File: src/rtl/gaussian_blur.sv
// gaussian_blur: streaming 3x3 Gaussian smoothing between FWFT FIFOs, border pixels forced to 0
module gaussian_blur #(
    parameter int IMG_WIDTH  = 64,
    parameter int IMG_HEIGHT = 32,
    parameter int DWIDTH     = 8
) (
    input  logic              clock,
    input  logic              reset,
    input  logic [DWIDTH-1:0] in_dout,
    input  logic              in_empty,
    output logic              in_rd_en,
    output logic [DWIDTH-1:0] out_din,
    input  logic              out_full,
    output logic              out_wr_en
);
    localparam int W  = IMG_WIDTH;
    localparam int H  = IMG_HEIGHT;
    localparam int N  = W * H;
    localparam int SL = 2 * W + 2;
    localparam int RW = $clog2(N);
    localparam int CW = $clog2(W);
    localparam int HW = $clog2(H);
    localparam int FW = $clog2(W + 1);
    localparam int SW = DWIDTH + 4;

    typedef enum logic [1:0] {FILL, RUN, FLUSH} state_t;

    state_t            state, state_next;
    logic [DWIDTH-1:0] sr [SL];
    logic [RW-1:0]     rd_count;
    logic [FW-1:0]     flush_count;
    logic [CW-1:0]     col;
    logic [HW-1:0]     row;
    logic [SW-1:0]     sum;
    logic [DWIDTH-1:0] blur;
    logic              interior;

    // sr[k] holds the pixel k+1 behind in_dout, so the center sits at sr[W]
    always_comb begin
        sum = SW'(in_dout) + SW'(sr[1]) + SW'(sr[2*W-1]) + SW'(sr[2*W+1])
            + ((SW'(sr[0]) + SW'(sr[W-1]) + SW'(sr[W+1]) + SW'(sr[2*W])) << 1)
            + (SW'(sr[W]) << 2);
        blur = DWIDTH'(sum >> 4);
        interior = row != '0 && row != HW'(H - 1) && col != '0 && col != CW'(W - 1);
    end

    always_comb begin
        state_next = state;
        in_rd_en   = 1'b0;
        out_wr_en  = 1'b0;
        out_din    = '0;
        case (state)
            FILL: begin
                in_rd_en = !in_empty;
                if (in_rd_en && rd_count == RW'(W)) state_next = RUN;
            end
            RUN: begin
                in_rd_en  = !in_empty && !out_full;
                out_wr_en = in_rd_en;
                out_din   = interior ? blur : '0;
                if (in_rd_en && rd_count == RW'(N - 1)) state_next = FLUSH;
            end
            FLUSH: begin
                out_wr_en = !out_full;
                if (out_wr_en && flush_count == FW'(W)) state_next = FILL;
            end
            default: state_next = FILL;
        endcase
        if (reset) begin
            in_rd_en   = 1'b0;
            out_wr_en  = 1'b0;
            out_din    = '0;
            state_next = FILL;
        end
    end

    always_ff @(posedge clock) begin
        if (reset || (state == FLUSH && state_next == FILL)) begin
            state       <= FILL;
            rd_count    <= '0;
            flush_count <= '0;
            row         <= '0;
            col         <= '0;
        end else begin
            state <= state_next;
            if (in_rd_en) rd_count <= rd_count + 1'b1;
            if (state == RUN && out_wr_en) begin
                col <= (col == CW'(W - 1)) ? '0 : col + 1'b1;
                if (col == CW'(W - 1)) row <= (row == HW'(H - 1)) ? '0 : row + 1'b1;
            end
            if (state == FLUSH && out_wr_en) flush_count <= flush_count + 1'b1;
        end
    end

    always_ff @(posedge clock) begin
        if (in_rd_en) begin
            sr[0] <= in_dout;
            for (int i = 1; i < SL; i++) sr[i] <= sr[i-1];
        end
    end
endmodule

File: config.mk
export PLATFORM = sky130hd
export DESIGN_NAME = gaussian_blur
export DESIGN_NICKNAME = d
export VERILOG_FILES = /design/src/rtl/gaussian_blur.sv
export SDC_FILE = /design/constraint.sdc
export NUM_CORES = 1
export LEC_CHECK = 0
export CELL_PAD_IN_SITES_DETAIL_PLACEMENT = 1
export CELL_PAD_IN_SITES_GLOBAL_PLACEMENT = 2
export CORE_MARGIN = 2
export CORE_UTILIZATION = 51
export DETAILED_ROUTE_END_ITERATION = 10
export PLACE_DENSITY = 0.81
export SKIP_CTS_REPAIR_TIMING = 1
export SLEW_MARGIN = 0
export SYNTH_ARGS = -nofsm -noshare
export SYNTH_HDL_FRONTEND = slang
export SYNTH_SLANG_ARGS = --single-unit
File: constraint.sdc
create_clock -name clock -period 178 [get_ports clock]
set_clock_uncertainty 0.1 [all_clocks]
set_input_delay 35.6 -clock clock [delete_from_list [all_inputs] [get_ports clock]]
set_output_delay 35.6 -clock clock [all_outputs]
set_load 0.02 [all_outputs]
**Signal wires by layer**

Scale: 2 px per micron.
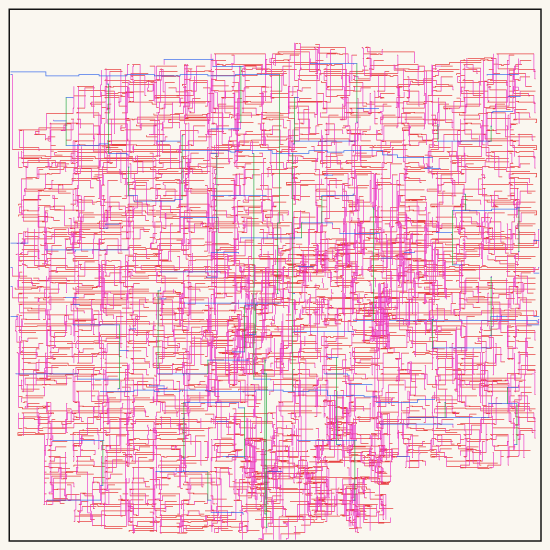
M1: in red, wire length 24.3 mm. M2: in magenta, wire length 21.9 mm. M4: in green, wire length 1240 microns. M3: in blue, wire length 1760 microns.
post-DR wirelength/cell: 19.3 microns
total via count after detailed routing: 12700

==> reports/summary.txt <==
Combinational Area: 2540 sq um
sequential power share: 53.5%
worst r2r path cells: 7
total routed wirelength: 49300 microns
number of nets in the layout: 1680
post-synthesis cell type with the largest instance count: sky130_fd_sc_hd__edfxtp_1
status: complete, no violations
critical path launch point: in_dout[4]
Area contributors post-synth: sky130_fd_sc_hd__edfxtp_1 90%, sky130_fd_sc_hd__fa_1 2.6%, sky130_fd_sc_hd__dfxtp_1 1.8%
Clk pwr share: 39.6%
chip area: 70300 sq um
r2r endpoint: sr[11][6]
Root Buffer Master: sky130_fd_sc_hd__clkbuf_16
number of placed I/O pins: 22
die height: 265 microns
Post-Syn Instances: 1457
number of warnings in the stage logs: 43
Leakage: 13.2 nW
Final Wtd Congestion: 0.733
average cell area after synthesis: 23.9 sq um
number of violations reported at the end of detailed-routing iteration 0: 1043
Dominant cell area share: 89.8%
reported sequential group power: 0.000290 W
Clock buf/inv share: 8.56%
synthesis warning total: 0
Power, Total: 0.000543 W
worst-path maximum fanout: 4
multi-input combinational gate total: 280
antenna fix cells: 1
clock network latency to the later pin of the worst-skew pair: 0.65 ns
RR Startpoint: state[1]
number of library cell types mapped by synthesis: 45
RSZ-0062 raised after global routing: false
combinational group share of total power: 6.9%
Worst Hold Margin: 0.300 ns
largest power group: sequential cells
via density per instance: 5.00
number of standard cells reported by yosys: 1457
actual slew at the worst max-slew pin: 1.24 ns
startpoint types: primary input
post-placement worst setup slack: 101.34 ns
proportion of layout cells with a drive suffix above 1: 10.3%
delay of the slowest cell on the worst path: 0.91 ns
Arr. time, crit path: 40.86 ns
combinational power: 0.0000376 W
minimum clock period after layout: 76.56 ns
Worst Setup End Kind: output port
total of buffers placed on input and output ports: 21
Max Root-Sink Buffers: 3
sum of negative setup slack: 0 ns
post-layout instance area: 39600 sq um
clock buffer count: 121
CP Capture Point: out_din[4]
sequential cell count: 1071
Yosys top cell by area: sky130_fd_sc_hd__edfxtp_1
CTS clock-pin slew for the worst setup and hold paths: 0.06 ns
DPL Wire Length: 25700 microns
Power Clock: 0.000215 W
register bit total from synthesis: 1071
end of the worst hold path: sr[82][1]
post-synth net total: 1550
slew margin rel.: 17.2%
Biggest Area Class: registers
yosys-reported design area after synthesis: 34800 sq um
number of global-route vias before repair: 13400
share of flip-flops with an asynchronous set or reset: 0%
flop2flop setup slack: 173.31 ns
total global routing overflow: 0
register area share after synthesis: 91.6%
sequential portion of the cell area: 80.5%
internal power summed over all cells: 0.000427 W
top flip-flop cell by instance count after synthesis: sky130_fd_sc_hd__edfxtp_1
number of buffers created by CTS: 101
family of cells with the greatest summed delay on the critical path: adder cells
number of hold violations in the final report: 0
drc violations: 0
peak ir drop on the vdd network: 10.3 uV
pin count of the biggest net entering global routing: 207
antenna violations before repair: 0
number of signal-net buffers in the layout: 32
count of pins over their slew limit: 0
WP data required: 142.30 ns
top library cells by usage in the layout, fill and taps aside: 1040 x sky130_fd_sc_hd__edfxtp_1, 103 x sky130_fd_sc_hd__clkbuf_16, 101 x sky130_fd_sc_hd__inv_1, 49 x sky130_fd_sc_hd__nor2_1, 45 x sky130_fd_sc_hd__fa_1
logic depth of the worst setup path including buffers: 13
area growth from synthesis to layout: 13.7%
HP Start: sr[81][1]
switching portion of total power: 21.4%
count of fill cells added during filler insertion: 5443
**Cell area per tile**

Scale: 1.5 px per micron. The die is cut into 27 by 27 equal tiles; white is low, dark blue is high, 0 to 100% covered.
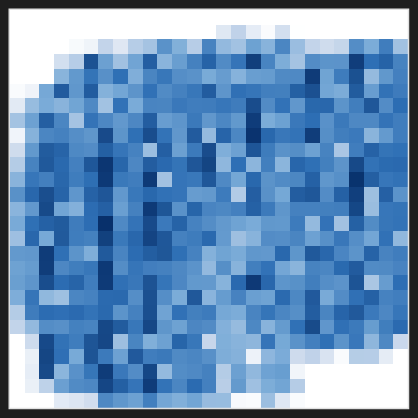
12% of the tiles are nearly empty. The fullest tile reaches 100%. The emptiest ninth of the die: upper left.
effective utilization at floorplan: 51.6%
final cell utilization of the core: 58.7%

## layer usage
metal	track usage (%)	part of all wire, %	vias up
met5	0	0	-
met4	5.24	2.5	0
met3	3.20	3.6	86
met2	21.1	45	199
met1	23.0	49	6593
li1	-	-	5852
## cell families (layout without fill, tap and decap cells)
kind of cell | count (synthesis) | count (layout) | share of synthesized area, %
adders and majority gates | 81 | 81 | 3.88
and+or+nand+nor | 122 | 122 | 1.77
other | 0 | 1 | 0
xor gates and xnor gates | 29 | 29 | 0.730
buffers and inverters | 106 | 323 | 1.18
muxes | 1 | 1 | 0.0288
DFF | 1071 | 1071 | 91.6
AOI/OAI and AO/OA | 47 | 47 | 0.852
## flip-flops by register name (all words and copies together), names as in the netlist
name         cells
col              6
flush_count      7
rd_count        11
row              5
sr            1040
state            2
Power is estimated from default activity; no workload was simulated.
